<file path="config.mk">
export PLATFORM = sky130hd
export DESIGN_NAME = sum_nbits_pipe
export DESIGN_NICKNAME = d
export VERILOG_FILES = /design/src/rtl/sum_nbits_pipe.sv
export SDC_FILE = /design/constraint.sdc
export NUM_CORES = 1
export LEC_CHECK = 0
export CORE_AREA = 10 10 71 132
export CTS_CLUSTER_SIZE = 10
export DETAILED_ROUTE_END_ITERATION = 7
export DIE_AREA = 0 0 81 142
export PLACE_DENSITY = 0.75
export RECOVER_POWER = 100
export SLEW_MARGIN = 5
export SYNTH_ARGS = -nofsm -noshare
export SYNTH_HDL_FRONTEND = slang
export SYNTH_SLANG_ARGS = --single-unit
</file>
<file path="constraint.sdc">
create_clock -name i_clk -period 7.7 [get_ports i_clk]
set_input_delay 1.925 -clock i_clk [delete_from_list [all_inputs] [get_ports i_clk]]
set_output_delay 1.925 -clock i_clk [all_outputs]
set_load 0.005 [all_outputs]
</file>
<file path="src/rtl/sum_nbits_pipe.sv">
// Pipelined incrementer: sum = data + carry. The carry chain is split into STAGES
// registered segments, with a valid/ready handshake and optional saturation on overflow.
module sum_nbits_pipe #(
  parameter int unsigned WIDTH  = 24,
  parameter int unsigned STAGES = 3,
  parameter bit          SAT_EN = 1'b0
) (
  input  logic             i_clk,
  input  logic             i_rst,
  input  logic             i_valid,
  output logic             o_ready,
  input  logic [WIDTH-1:0] i_data,
  input  logic             i_carry,
  output logic             o_valid,
  input  logic             i_ready,
  output logic [WIDTH-1:0] o_sum,
  output logic             o_carry
);

  localparam int unsigned SEG = WIDTH / STAGES;

  if (STAGES < 1 || STAGES > WIDTH || (WIDTH % STAGES) != 0) begin : g_bad_params
    $error("sum_nbits_pipe: WIDTH must be a multiple of STAGES, with 1 <= STAGES <= WIDTH");
  end

  logic             valid_q    [STAGES];
  logic [WIDTH-1:0] word_q     [STAGES];
  logic             carry_q    [STAGES];

  logic             stage_vin  [STAGES];
  logic [WIDTH-1:0] stage_win  [STAGES];
  logic             stage_cin  [STAGES];
  logic [WIDTH-1:0] word_d     [STAGES];
  logic             carry_d    [STAGES];

  logic advance;

  // One global enable: the whole pipe moves together or holds together.
  assign advance = !valid_q[STAGES-1] | i_ready;

  always_comb begin
    stage_vin[0] = i_valid;
    stage_win[0] = i_data;
    stage_cin[0] = i_carry;
    for (int k = 1; k < int'(STAGES); k++) begin
      stage_vin[k] = valid_q[k-1];
      stage_win[k] = word_q[k-1];
      stage_cin[k] = carry_q[k-1];
    end
  end

  // Each stage ripples its carry-in through its own segment only.
  always_comb begin
    logic [WIDTH-1:0] w;
    logic             c;
    logic             s;
    w = '0;
    c = 1'b0;
    s = 1'b0;
    for (int k = 0; k < int'(STAGES); k++) begin
      w = stage_win[k];
      c = stage_cin[k];
      for (int b = 0; b < int'(SEG); b++) begin
        s = w[k*int'(SEG) + b] ^ c;
        c = w[k*int'(SEG) + b] & c;
        w[k*int'(SEG) + b] = s;
      end
      if (SAT_EN && (k == int'(STAGES) - 1) && c) begin
        w = '1;
      end
      word_d[k]  = w;
      carry_d[k] = c;
    end
  end

  always_ff @(posedge i_clk or posedge i_rst) begin
    if (i_rst) begin
      for (int k = 0; k < int'(STAGES); k++) begin
        valid_q[k] <= 1'b0;
        word_q[k]  <= '0;
        carry_q[k] <= 1'b0;
      end
    end else if (advance) begin
      for (int k = 0; k < int'(STAGES); k++) begin
        valid_q[k] <= stage_vin[k];
        // Bubbles leave the data registers untouched so outputs hold their last value.
        if (stage_vin[k]) begin
          word_q[k]  <= word_d[k];
          carry_q[k] <= carry_d[k];
        end
      end
    end
  end

  assign o_ready = advance;
  assign o_valid = valid_q[STAGES-1];
  assign o_sum   = word_q[STAGES-1];
  assign o_carry = carry_q[STAGES-1];

endmodule

</file>
Figure 1. Zoomed window (run 1).
Region (26, 84) to (56, 114) um. Cells in grey, sequential cells in the stronger grey; small squares are vias.
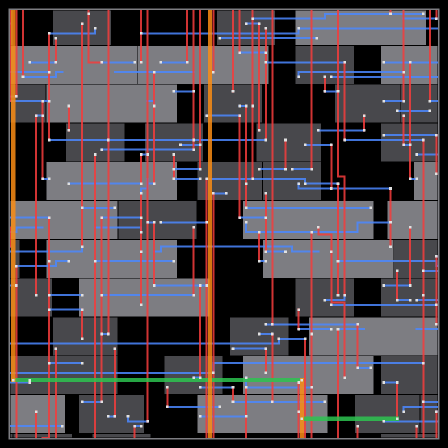
- blue: met1
- orange: met4
- red: met2
- green: met3
- most frequent: dfrtp_1 (13), mux2_1 (12), ha_1 (9)
- sequential cells in the window: 13
- netlist names of flops here include: stage_win (11), o_sum (2)
- cells with their middle in the window: 37

Figure 2. Signal wires by layer (run 1).
Drawn at 3 px/um. Two of the layers only.
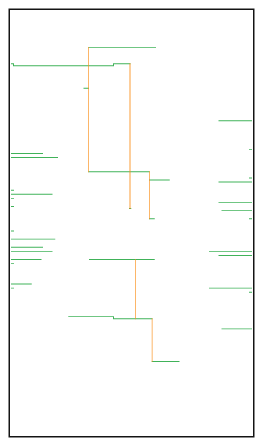
- orange: met4 (wire length 139 um)
- green: met3 (wire length 345 um)

==> job_summary.md, run 1 <==
## PnR job results

| Metric | Value |
|---|---|
| GPL Wtd Cong | 0.7332 |
| Clock slew at reported path FFs | 0.05 ns |
| Detail Route Antenna Nets | 0 |
| Fmax | 190.2 MHz |
| Crit path time final | between 5 and 6 ns |
| RSZ-0062 raised after global routing | no |
| DRC Markers | 0 |
| Worst setup EP type | output pin |
| Post-Syn Area | 3536 um2 |
| Main flop type | dfrtp_1 |
| Num Clock Sinks | 78 |
| R2R cell count | 9 |
| Layout Cells excl Fill | 350 |
| Yosys warns | 0 |
| Max-area cell share | 55.20% |
| Most numerous cell in the Yosys netlist | dfrtp_1 |
| GRT Overall Usage | 12.21% |
| Pre-Place Util | 48.66% |
| Pwr per Cell Area | ~350 nW/um2 |
| Worst VDD drop | 0.0002325 V |
| Remaining global-route overflow | 0 |
| Nets | 307 |
| Yosys xor share | 0% |
| Startpoint Class | input pin |
| Vias in the first global route | 2030 |
| Top cells, area | dfrtp_1 (55%), mux2_4 (25%), ha_1 (8.5%), mux2_2 (5.4%), buf_12 (2.8%) |
| # rows | between 40 and 50 |
| Width of the die | 81 um |
| Critical path class | input pin to output pin |
| Leakage | 1.845 nW |
| Post-DP HPWL | 4258 um |
| Post-CTS Setup Inserts | 0 |
| Final period utilization | between 60% and 70% |
| Synth top cells by count | dfrtp_1 (78), mux2_4 (58), ha_1 (24) |
| Yosys reg bits | around 80 |
| MUX area fraction | 30.04% |
| Initial antenna violation count | 0 |
| H-tree depth | 3 |
| Max-slew violations | 0 |
| Vias per Instance | 4.969 |
| Area reported by Yosys stat | between 3000 and 4000 um2 |
| Syn avg cell area | 18.23 um2 |
| First-pass GRT wire length | around 10000 um |
| Max-cap violations | 0 |
| Finished Cell Area | a little over 4000 um2 |
| Post-synthesis cell type with the largest combined area | dfrtp_1 |
| Worst slack at placement | 2.584 ns |
| Critical Path AT | 3.33 ns |
| Crit Path Max Fanout | 7 |
| Hold-fix buffers, CTS | 0 |
| Area grow syn2layout | 15.32% |
| Synth Seq Share | 55.20% |
| Share of cells above drive strength 1 | 13.57% |
| Compound Share, Synth | 0.2831% |
| Post-synthesis cell type count | 11 |
| CTS root buf | clkbuf_16 |
| Post-synth tally of flip-flops with integrated enable | 0 |
| Clock Tree Buf Depth | 2 |
| CP required | 5.78 ns |
| Cells after Synth | around 190 |
| Hold Path Depth | 1 |
| Die area | 11500 um2 |
| Die Y | 142 um |
| Placed Cells | 335 |
| Wire length per cell | 17.52 um |
| Core ar. | 7267 um2 |
| Final Hold Vio Count | 0 |
| # setup viols final | 0 |
| Basic Gates by Area | 2.194% |
| Clock Latency Late Sink | 0.34 ns |
| Dominant combinational family | multiplexers |
| Clock Skew | roughly 0.0052 ns |
| HP Class | flip-flop to flip-flop |
| Io pins | between 50 and 60 |
| CTS resizes | 0 |
| Adder-Cell Fraction of Synth Area | 8.493% |
| Status | complete, no violations |
| WL final | 6133 um |
| Setup TNS | 0 ns |
| Worst slew margin relative to its limit | between 10% and 20% |
| Port bufs | 55 |
| Diodes inserted | 0 |
| Initial DRC count | around 100 |
| Cell Area, Placed | 4088 um2 |
| Total number of vias | approximately 1.7k |
Figure 3. Gate families picked out (run 1).
Drawn at 4 px/um.
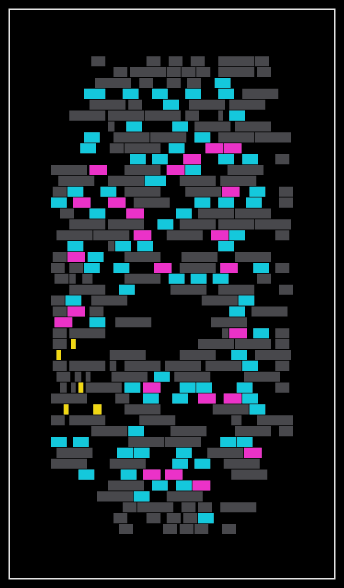
- yellow: NAND gates (cells 5; most used nand2_1)
- magenta: adder and majority cells (cells 24; most used ha_1)
- cyan: multiplexers (cells 75; most used mux2_1)

==> run 1: worst paths after layout <==
| kind | startpoint | to | slack, ns |
|---|---|---|---|
| max in group asynchronous | i_rst | o_sum[5] | 4.72 |
| hold / removal | o_sum[18] | o_sum[18] | 0.49 |
| setup / recovery | i_ready | o_ready | 2.44 |
| hold reg to reg | o_sum[18] | o_sum[18] | 0.49 |
| min in group asynchronous | i_rst | stage_win[25] | 2.36 |
| setup reg to reg | carry_q[1] | o_sum[23] | 5.35 |
==> run 1: per-stage QoR <==
step / power [W] / hold WS (ns)
after global routing: 0.001526 / 0.5057
after global placement: 0.001240 / 0.4827
after detailed placement: 0.001261 / 0.4901
after CTS: 0.001638 / 0.5020
final: 0.001424 / 0.4860
after floorplan: 0.001063 / 0.4749
==> run 1: cell type report <==
type                       count  area [um2]
fill                         644        3189
sequential                    78        1952
inverter                       3       12.51
timing repair buffer          56       558.0
multi-input combinational    106        1184
tap                           92       115.1
clock inverter                 5       27.53
clock buffer                  10       229.0
==> run 1: worst max-delay path, cell delays in order <==
cell           delay [ns]
dlygate4sd3_1        0.54
nand2b_1             0.24
dlygate4sd3_1        0.63
==> run 1: metal layers <==
layer  track usage, %  vias up  wire length, um
li1                 -      801                -
met4            6.049        0              139
met1            12.59      890             2328
met3            5.063       12              344
met5                0        -                0
met2            20.49       36             3320
==> run 1: logic make-up (layout without fill, tap and decap cells) <==
group,count (synthesis),after routing
multiplexers,75,75
flip-flops,78,78
adder cells (fa/ha/maj),24,24
buffers and inverters,10,74
AND/OR/NAND/NOR,5,5
AND-OR/OR-AND,2,2
==> run 1: flip-flops by register name, summed over array words and instances (netlist names) <==
signal,count
stage_win,48
o_sum,24
carry_q,2
stage_vin,2
o_carry,1
o_valid,1
==> run 1: power breakdown <==
group	switching, W	leakage, nW	internal [W]
logic	0.000148	0.797	0.000243
registers	0.0000859	0.920	0.000579
clock network	0.000154	0.128	0.000214
total	0.000388	1.84	0.00104
==> run 1: cell usage in the layout (no fill, tap or decap) <==
cell type | synthesis | routed
buf_4 | 0 | 1
clkbuf_1 | 0 | 1
clkbuf_16 | 0 | 9
clkdlybuf4s50_1 | 0 | 25
clkinv_2 | 0 | 4
clkinvlp_2 | 0 | 1
clkinvlp_4 | 0 | 1
dfrtp_1 | 78 | 78
dlygate4sd3_1 | 0 | 30
ha_1 | 24 | 24
inv_1 | 3 | 2
mux2_1 | 0 | 56
mux2_2 | 17 | 17
mux2_4 | 58 | 2
nand2_1 | 1 | 4
nand2b_1 | 0 | 1
o21ai_0 | 2 | 2
Figure 4. M1 wires (run 1).
Drawn at 3 px/um. Supply wires on this layer in grey.
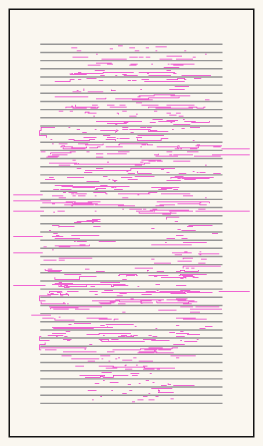

--- run 2 (diff from run 1) ---
==> constraint.sdc (replaced) <==
create_clock -name i_clk -period 5.4 [get_ports i_clk]
set_input_delay 1.35 -clock i_clk [delete_from_list [all_inputs] [get_ports i_clk]]
set_output_delay 1.35 -clock i_clk [all_outputs]
set_load 0.005 [all_outputs]
Figure 5. M1 wires (run 2).
Drawn at 3 px/um. Supply wires on this layer in grey.
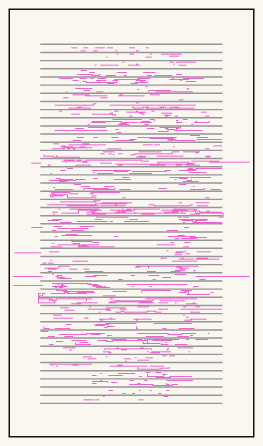
- nets with wire on the layer: 269
- wire length on this layer: 2360 um
met1 Usage GRT: 12.51%
total number of vias: 1741
WL final: 6355 um

Figure 6. Signal wires by layer (run 2).
Drawn at 3 px/um. Two of the layers only.
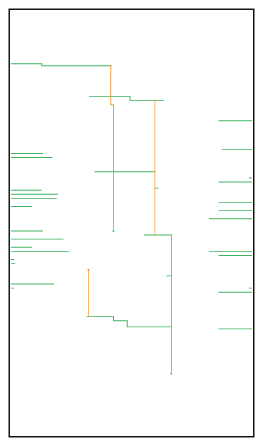
- orange: met4 (wire length 163 um)
- green: met3 (wire length 379 um)
wire length per cell: 18.16 um
GRT Overall Usage: 12.21%

==> run 2 against run 1 <==
- the run now ends with capacitance limit, slew limit left
- utilization increased by 0.91 points
- die size unchanged
- global-route usage unchanged
- synthesized area unchanged
- sequential power increased by 43%
- synthesized cell count unchanged
- worst setup slack got worse by 1.1 ns
- via count increased by 0.12%
- largest power group unchanged
==> job_summary.md, run 2 <==
## PnR job results

| Metric | Value |
|---|---|
| Status | finished with violations |
| Failing checks | capacitance limit, slew limit |
| DRC Markers | 0 |
| Top Layout Cells | dfrtp_1 (78), mux2_1 (56), dlygate4sd3_1 (30) |
| Start point of the critical path | i_ready |
| Final Hold Vio Count | 0 |
| Synth Seq Share | 55.20% |
| Seq pwr share | 44.2% |
| Synth top cells by count | dfrtp_1 (78), mux2_4 (58), ha_1 (24) |
| Worst slew margin relative to its limit | -50.15% |
| Hold path start | o_sum[18] |
| Setup TNS | 0 ns |
| Startpoint Class | input pin |
| Vias in the first global route | about 2.1k |
| Pre-Place Util | between 40 and 50% |
| Yosys warns | 0 |
| Die Y | approximately 140 um |
| Leakage | 1.878 nW |
| Max-cap violations | 1 |
| Clock Latency Late Sink | 0.33 ns |
| Post-synth tally of flip-flops with integrated enable | 0 |
| Slowest-stage cell, CP | dlygate4sd3_1 |
| Post-DP HPWL | about 4400 um |
| Area grow syn2layout | 17.20% |
| Hold-fix buffers, CTS | 0 |
| P_sw | about 0.00055 W |
| Worst setup EP type | output pin |
| First-pass GRT wire length | about 10000 um |
| Vias per Instance | between 4 and 5 |
| HP Class | flip-flop to flip-flop |
| Cell mode on critical path | dlygate4sd3_1 |
| Fmax | 244.2 MHz |
| Yosys reg bits | 78 |
| Gate power share | between 20% and 30% |
| Max-area cell share | 55.20% |
| Core ar. | 7267 um2 |
| Clock Tree Buf Depth | 2 |
| Clock Skew | roughly 0.0022 ns |
| CTS resizes | 0 |
| Pwr per Cell Area | between 500 and 600 nW/um2 |
| CP required | ~4.1 ns |
| Post-synthesis cell type count | 11 |
| Clock slew at reported path FFs | about 0.050 ns |
| Net Sw Frac | 25.75% |
| Max-slew violations | 52 |
| H-tree depth | 3 |
| Post-Syn Area | 3536 um2 |
| Die area | 11500 um2 |
| Syn avg cell area | 18.23 um2 |
| Detail Route Antenna Nets | 0 |
| RSZ-0062 raised after global routing | no |
| CTS root buf | clkbuf_16 |
| Io pins | 56 |
[run 2: cell counts after synthesis]
Identical to the previous run, type by type.
[run 2: metrics by stage]
step	std cells	worst slack, ns	hold WS [ns]
after CTS	350	1.429	0.5026
after floorplan	194	2.055	0.4749
after detailed placement	335	1.433	0.4902
after global placement	335	1.459	0.4832
after global routing	350	1.234	0.5031
final	350	1.305	0.4815
[run 2: final timing paths]
path                                      end  slack (ns)  depth (start not counted)
max in group asynchronous           o_sum[12]        2.13                          3
min in group asynchronous        stage_win[2]        2.08                          2
worst max register to register  stage_win[15]        3.05                          9
worst min-delay path                o_sum[18]        0.48                          1
worst min register to register      o_sum[18]        0.48                          1
worst max-delay path                  o_ready        1.31                          3
[run 2: area by class of cell]
class | instances | area [um2]
Fill cell | 636 | 3123
Sequential cell | 78 | 1952
Multi-Input combinational cell | 106 | 1184
Timing Repair Buffer | 56 | 558.0
Clock buffer | 11 | 252.7
Tap cell | 92 | 115.1
Clock inverter | 4 | 70.07
Inverter | 3 | 12.51
[run 2: kinds of logic (layout without fill, tap and decap cells)]
| kind of cell | Yosys count | count (layout) | synth area share (%) |
|---|---|---|---|
| AOI/OAI and AO/OA | 2 | 2 | 0.2831 |
| adders and majority gates | 24 | 24 | 8.493 |
| buffers and inverters | 10 | 74 | 3.786 |
| DFF | 78 | 78 | 55.20 |
| muxes | 75 | 75 | 30.04 |
| and+or+nand+nor | 5 | 5 | 2.194 |
[run 2: worst max-delay path, delay by kind of cell]
kind	cells	cell delay, ns
buf+inv	2	1.16
simple gates	1	0.23
[run 2: power by group through the flow]
stage | registers (W) | logic, W | clock network [W]
final | 0.000951 | 0.000559 | 0.000643
after global routing | 0.000984 | 0.000622 | 0.000679
after CTS | 0.000978 | 0.000818 | 0.000660
after detailed placement | 0.000983 | 0.000812 | 0
after global placement | 0.000974 | 0.000796 | 0
after floorplan | 0.000953 | 0.000563 | 0
[run 2: metal layers]
metal  global-route usage (%)  share of wire (%)
met1                    12.51                 37
met2                    20.62                 54
met3                    4.430                6.0
met4                    6.874                2.5
met5                        0                  0
Power and IR drop assume default switching activity.
